==> run_1/floorplan.png <==
Scale: 12 px per um. Pins as bars on the die edge. Tap cells in gray.
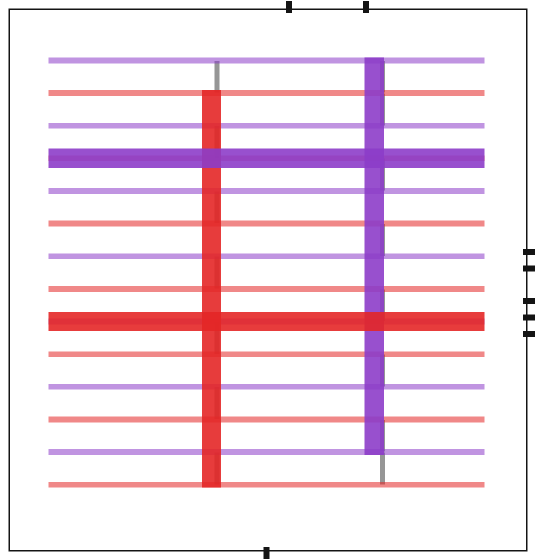
==> run_1/class_map.png <==
Scale: 12 px per um. Fill, decap, tap and diode cells in gray.
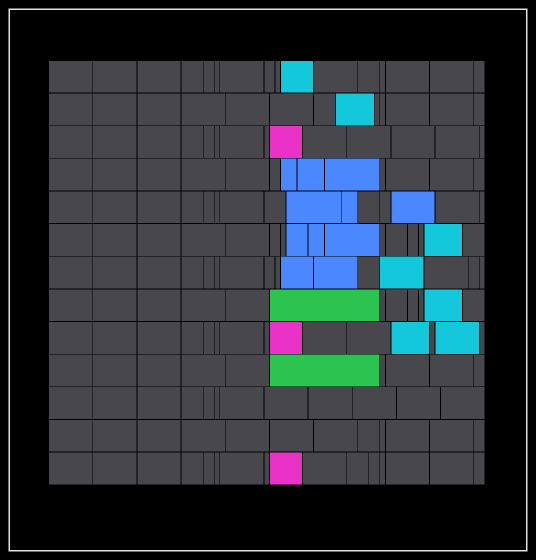
==> run_1/clock_wires.png <==
Scale: 8 px per um.
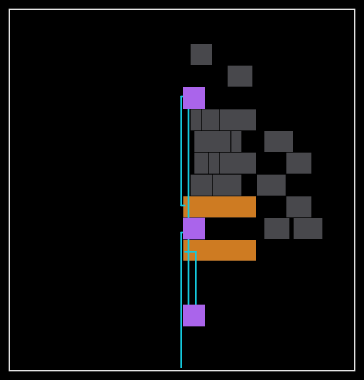
[src/rtl/seqdet_pkg.sv]
// Shared definitions for the parametrised sequence detector: state-width helper,
// elaboration-time failure/transition tables and the default pattern.
package seqdet_pkg;

  localparam int MAX_PAT_W = 16;
  localparam int ENT_W     = 5;
  localparam int FAIL_W    = (MAX_PAT_W + 1) * ENT_W;
  localparam int TRANS_W   = 2 * MAX_PAT_W * ENT_W;

  localparam int                   DEF_PAT_W   = 4;
  localparam logic [DEF_PAT_W-1:0] DEF_PATTERN = 4'b1101;

  function automatic int state_w(input int pat_w);
    return (pat_w <= 2) ? 1 : $clog2(pat_w);
  endfunction

  // Bit j of the pattern in arrival order (j = 0 is the first bit received).
  function automatic logic pat_bit(input logic [MAX_PAT_W-1:0] pat, input int pat_w,
                                   input int j);
    return pat[pat_w-1-j];
  endfunction

  // Entry i = length of the longest proper border of the i-bit prefix, i = 0..pat_w.
  function automatic logic [FAIL_W-1:0] fail_table(input logic [MAX_PAT_W-1:0] pat,
                                                   input int pat_w);
    logic [FAIL_W-1:0] tbl;
    int k;
    tbl = '0;
    for (int i = 2; i <= pat_w; i++) begin
      k = int'(tbl[(i-1)*ENT_W +: ENT_W]);
      while (k > 0 && pat_bit(pat, pat_w, k) != pat_bit(pat, pat_w, i-1))
        k = int'(tbl[k*ENT_W +: ENT_W]);
      if (pat_bit(pat, pat_w, k) == pat_bit(pat, pat_w, i-1))
        k++;
      tbl[i*ENT_W +: ENT_W] = ENT_W'(k);
    end
    return tbl;
  endfunction

  // Entry (2*s + b) = next matched-prefix length after accepting bit b in state s.
  function automatic logic [TRANS_W-1:0] trans_table(input logic [MAX_PAT_W-1:0] pat,
                                                     input int pat_w, input bit overlap);
    logic [FAIL_W-1:0]  fail;
    logic [TRANS_W-1:0] tbl;
    int   k;
    logic b;
    fail = fail_table(pat, pat_w);
    tbl  = '0;
    for (int s = 0; s < pat_w; s++) begin
      for (int bi = 0; bi < 2; bi++) begin
        b = bi[0];
        if (pat_bit(pat, pat_w, s) == b) begin
          if (s < pat_w - 1) k = s + 1;
          else               k = overlap ? int'(fail[pat_w*ENT_W +: ENT_W]) : 0;
        end else begin
          k = int'(fail[s*ENT_W +: ENT_W]);
          while (k > 0 && pat_bit(pat, pat_w, k) != b)
            k = int'(fail[k*ENT_W +: ENT_W]);
          k = (pat_bit(pat, pat_w, k) == b) ? k + 1 : 0;
        end
        tbl[(2*s+bi)*ENT_W +: ENT_W] = ENT_W'(k);
      end
    end
    return tbl;
  endfunction

endpackage

[src/rtl/seqdet_sat_counter.sv]
// Saturating up-counter with synchronous clear; clear wins over increment.
module seqdet_sat_counter
  import seqdet_pkg::*;
#(
  parameter int CNT_W = 8
) (
  input  logic             clock,
  input  logic             reset,
  input  logic             inc,
  input  logic             clr,
  output logic [CNT_W-1:0] count
);

  logic [CNT_W-1:0] count_q;

  // NOTE: sequential state uses <= so every flop samples pre-edge values.
  always_ff @(posedge clock or negedge reset) begin
    if (!reset)                    count_q <= '0;
    else if (clr)                  count_q <= '0;
    else if (inc && count_q != '1) count_q <= count_q + 1'b1;
  end

  assign count = count_q;

endmodule

[src/rtl/seq_detect_param.sv]
// Parametrised Mealy serial sequence detector with overlap control and input qualifier.
// Define SEQDET_COUNT_EN to add the saturating match counter and its match_cnt port.
module seq_detect_param
  import seqdet_pkg::*;
#(
  parameter int               PAT_W   = DEF_PAT_W,
  parameter logic [PAT_W-1:0] PATTERN = DEF_PATTERN,
  parameter bit               OVERLAP = 1'b1,
  parameter int               CNT_W   = 8
) (
  input  logic                      clock,
  input  logic                      reset,
  input  logic                      x_in,
  input  logic                      x_valid,
  input  logic                      clear,
  output logic                      y_out,
  output logic [state_w(PAT_W)-1:0] state_o
`ifdef SEQDET_COUNT_EN
  ,
  output logic [CNT_W-1:0]          match_cnt
`endif
);

  localparam int SW = state_w(PAT_W);
  localparam logic [TRANS_W-1:0] TRANS = trans_table(MAX_PAT_W'(PATTERN), PAT_W, OVERLAP);

  if (PAT_W < 2 || PAT_W > MAX_PAT_W || CNT_W < 1) begin : g_bad_params
    $error("seq_detect_param: illegal PAT_W=%0d or CNT_W=%0d", PAT_W, CNT_W);
  end

  logic [SW-1:0] state_q, state_d;

  assign y_out   = x_valid & ~clear & (state_q == SW'(PAT_W-1)) & (x_in == PATTERN[0]);
  assign state_o = state_q;

  always_comb begin
    // NOTE: default assigned first so no path leaves state_d unassigned (no latch).
    state_d = state_q;
    if (clear)        state_d = '0;
    else if (x_valid) state_d = SW'(TRANS[int'({state_q, x_in})*ENT_W +: ENT_W]);
  end

  always_ff @(posedge clock or negedge reset) begin
    if (!reset) state_q <= '0;
    else        state_q <= state_d;
  end

`ifdef SEQDET_COUNT_EN
  seqdet_sat_counter #(.CNT_W(CNT_W)) u_cnt (
    .clock (clock),
    .reset (reset),
    .inc   (y_out),
    .clr   (clear),
    .count (match_cnt)
  );
`endif

endmodule

[config.mk]
export PLATFORM = sky130hd
export DESIGN_NAME = seq_detect_param
export DESIGN_NICKNAME = d
export VERILOG_FILES = /design/src/rtl/seqdet_pkg.sv /design/src/rtl/seqdet_sat_counter.sv /design/src/rtl/seq_detect_param.sv
export SDC_FILE = /design/constraint.sdc
export NUM_CORES = 1
export LEC_CHECK = 0
export CAP_MARGIN = 20
export CORE_AREA = 3 3 40 42
export DETAILED_ROUTE_END_ITERATION = 7
export DIE_AREA = 0 0 43 45
export GPL_TIMING_DRIVEN = 0
export HOLD_SLACK_MARGIN = 0.12
export SYNTH_ARGS = -nofsm -noshare
export SYNTH_HDL_FRONTEND = slang
export SYNTH_SLANG_ARGS = --single-unit
[constraint.sdc]
create_clock -name clock -period 1.4 [get_ports clock]
set_input_delay 0.28 -clock clock [delete_from_list [all_inputs] [get_ports clock]]
set_output_delay 0.28 -clock clock [all_outputs]
set_load 0.02 [all_outputs]
==> metrics.yaml, run 1 <==
critical_path:
  r2r_slack_ps: 280
  reg2reg_depth: 4
  path_cells: "clkdlybuf4s50_1 > nor2_1 > buf_4"
  r2r-start: "state_o[0]"
  crit_path_max_fanout: 3
  cp_top_family: "buffers and inverters"
  r2r-end: "state_o[0]"
  cp.required_ps: 1120
  cp_num_cells: 3
grt:
  antenna_found_initial: 0
  grt_pass1_vias: 144
  grt_util_met3_pct: 0.3984
pwr:
  p_int_mw: 0.1741
  p_clk_share_pct: 56.0
  p_comb_mw: 0.0349
  p_total_mw: 0.2279
  power.density_nw_per_um2: 943.9
  p_comb_share_pct: 15.3
  p_seq_share_pct: 28.7
  swShare_pct: 23.64
clock_network:
  root_buffer: "clkbuf_4"
  cts_resized: 9
timing:
  relSlewSlack_pct: 86.11
  max_freq_mhz: 767.4
  setup_tns_ps: 0
  layout_setup_ws_ps: 96.91
  finalHoldViolations: 0
  rsz0062_at_grt: "no"
  fin_hold_ws_ps: 222.8
detailed_routing:
  postRouteAntennaNets: 0
  wire_per_inst_um: 8.816
  met2_length_um: 180
  drcViolationCount: 0
  drt-pass1-iter-count: 2
  finalWirelength_um: 335
  topRoutingLayerUsed: "met3"
layout:
  mi_logic_area_um2: 83.83
  largest_reg_flops: 2
  flops: 2
  lay_top_cells: "dlygate4sd2_1, clkbuf_4"
  stdcell_count: 38
  n_fill_cell: 142
  layout.cells.most_common: "dlygate4sd2_1"
  n_all_inverters: 1
flow_run:
  openroad.warnings: 27
placed_design:
  dpl_worst_slack_ps: -552.2
  place.gp.congestion: 0.6368
  dp.cells: 35
worst_hold_path:
  hold_path.class: "in -> async"
synthesis:
  ys_sh_xor_pct: 0
  top_cells_by_area: "dfrtp_1, ha_1, a211oi_2"
  ys_cells: 13
  synth-area-yosys_um2: 137.6
  ys.flops: 2
  top_cell_area_share_pct: 36.36
  synth-adder-area-share_pct: 18.18
  netlist_instances: 13
status:
  outcome: "finished, final reports clean"
floorplanning:
  core_um2: 1285
  fp_util_pct: 10.71
Notes on floorplan.png above:
net	color
VSS	red
VDD	purple
met5 straps	2
rows	13
met1 rails	14
met4 straps	2
die width: 43 um
Peak supply drop: 0.2044 mV

Notes on class_map.png above:
class	color	cells
registers	green	2
clock-net drivers	magenta	3
remaining logic cells	blue	11
remaining buffers and delay cells	cyan	7
Cell Rows: 13
Final Core Density: 18.79%
final instance area: 241.5 um^2

Notes on clock_wires.png above:
[clock-net drivers] purple | count: 3
[flip-flops] orange | count: 2
[clock wires] cyan | length: 70.8 um
routed clock nets	4
Final Skew: 2.721 ps
Clk. pwr: 0.128 mW

==> run_1/layers.png <==
Scale: 12 px per um.
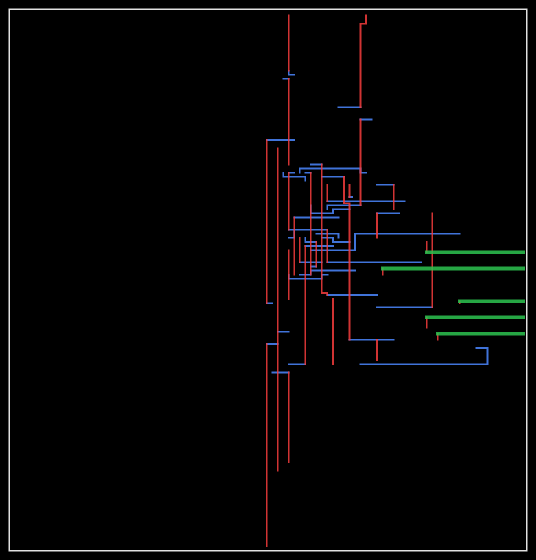

## Run 2: what changed since run 1
--- a/config.mk
+++ b/config.mk
@@ -11,6 +11,7 @@
 export DIE_AREA = 0 0 43 45
 export GPL_TIMING_DRIVEN = 0
 export HOLD_SLACK_MARGIN = 0.12
+export RECOVER_POWER = 100
 export SYNTH_ARGS = -nofsm -noshare
 export SYNTH_HDL_FRONTEND = slang
 export SYNTH_SLANG_ARGS = --single-unit
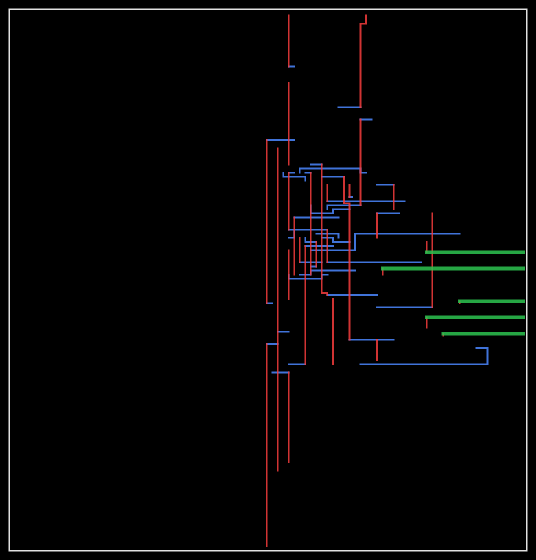
(run_2/layers.png)
Scale: 12 px per um.
layer	color	wire length
M1	blue	115 um
M3	green	39.8 um
M2	red	179 um
DR WL/cell: 8.763 um
DR vias: 134
Tot GR Track Use: 4.243%

==> run 2 against run 1 <==
  * Die size is the same
  * First-iteration DRC count is the same
  * Maximum frequency decreased by 0.78%
  * Hold slack better by 69 ps
  * Global-route usage unchanged
  * Final cell count unchanged
  * Core utilization is 0.19 points lower
  * Sequential share of layout area up 0.22 points
  * Non-clock buffer count unchanged
  * Register-to-register slack barely moved
  * Largest cell class unchanged
  * Highest routed layer unchanged
==> metrics.yaml, run 2 <==
timing:
  fin_worst_skew_ps: 2.721  # unchanged
  rsz0062_at_grt: "no"
  fin_hold_ws_ps: 291.9  # +69.17 ps
  relSlewSlack_pct: 86.12  # about the same
  max_freq_mhz: 761.4  # -0.78%
clock_network:
  root_buffer: "clkbuf_4"
grt:
  antenna_found_initial: 0  # unchanged
  grt_pass1_vias: 144  # unchanged
floorplanning:
  fp_util_pct: 10.71  # unchanged
  die_x_um: 43  # unchanged
layout:
  n_all_inverters: 1  # unchanged
  fin_util_pct: 18.60  # -0.19 points
  final_cell_area_um2: 239.0  # -1.0%
  mi_logic_area_um2: 83.83  # unchanged
  layout.cells.most_common: "dlygate4sd2_1"
  flops: 2  # unchanged
  stdcell_count: 38  # unchanged
  n_fill_cell: 143  # +0.70%
detailed_routing:
  postRouteAntennaNets: 0  # unchanged
  finalWirelength_um: 333  # -0.60%
placed_design:
  dp.cells: 35  # unchanged
  place.gp.congestion: 0.6368  # unchanged
synthesis:
  top_cell_area_share_pct: 36.36  # unchanged
  ys_cells: 13  # unchanged
  ys.flops: 2  # unchanged
  ys_sh_xor_pct: 0  # unchanged
pwr:
  vdd_ir_drop_max_mv: 0.2037  # -0.34%
  p_clk_share_pct: 56.1  # about the same
  p_int_mw: 0.1735  # -0.34%
  pg_clk_mw: 0.128  # about the same
  power.density_nw_per_um2: 951.2  # +0.78%
  p_comb_mw: 0.0343  # -2%
critical_path:
  cp_top_family: "buffers and inverters"
  crit_path_max_fanout: 3  # unchanged
  r2r-start: "state_o[0]"
  r2r-end: "state_o[0]"
status:
  outcome: "finished, final reports clean"
worst_hold_path:
  hold_path.class: "in -> async"
Power and IR drop assume default switching activity.
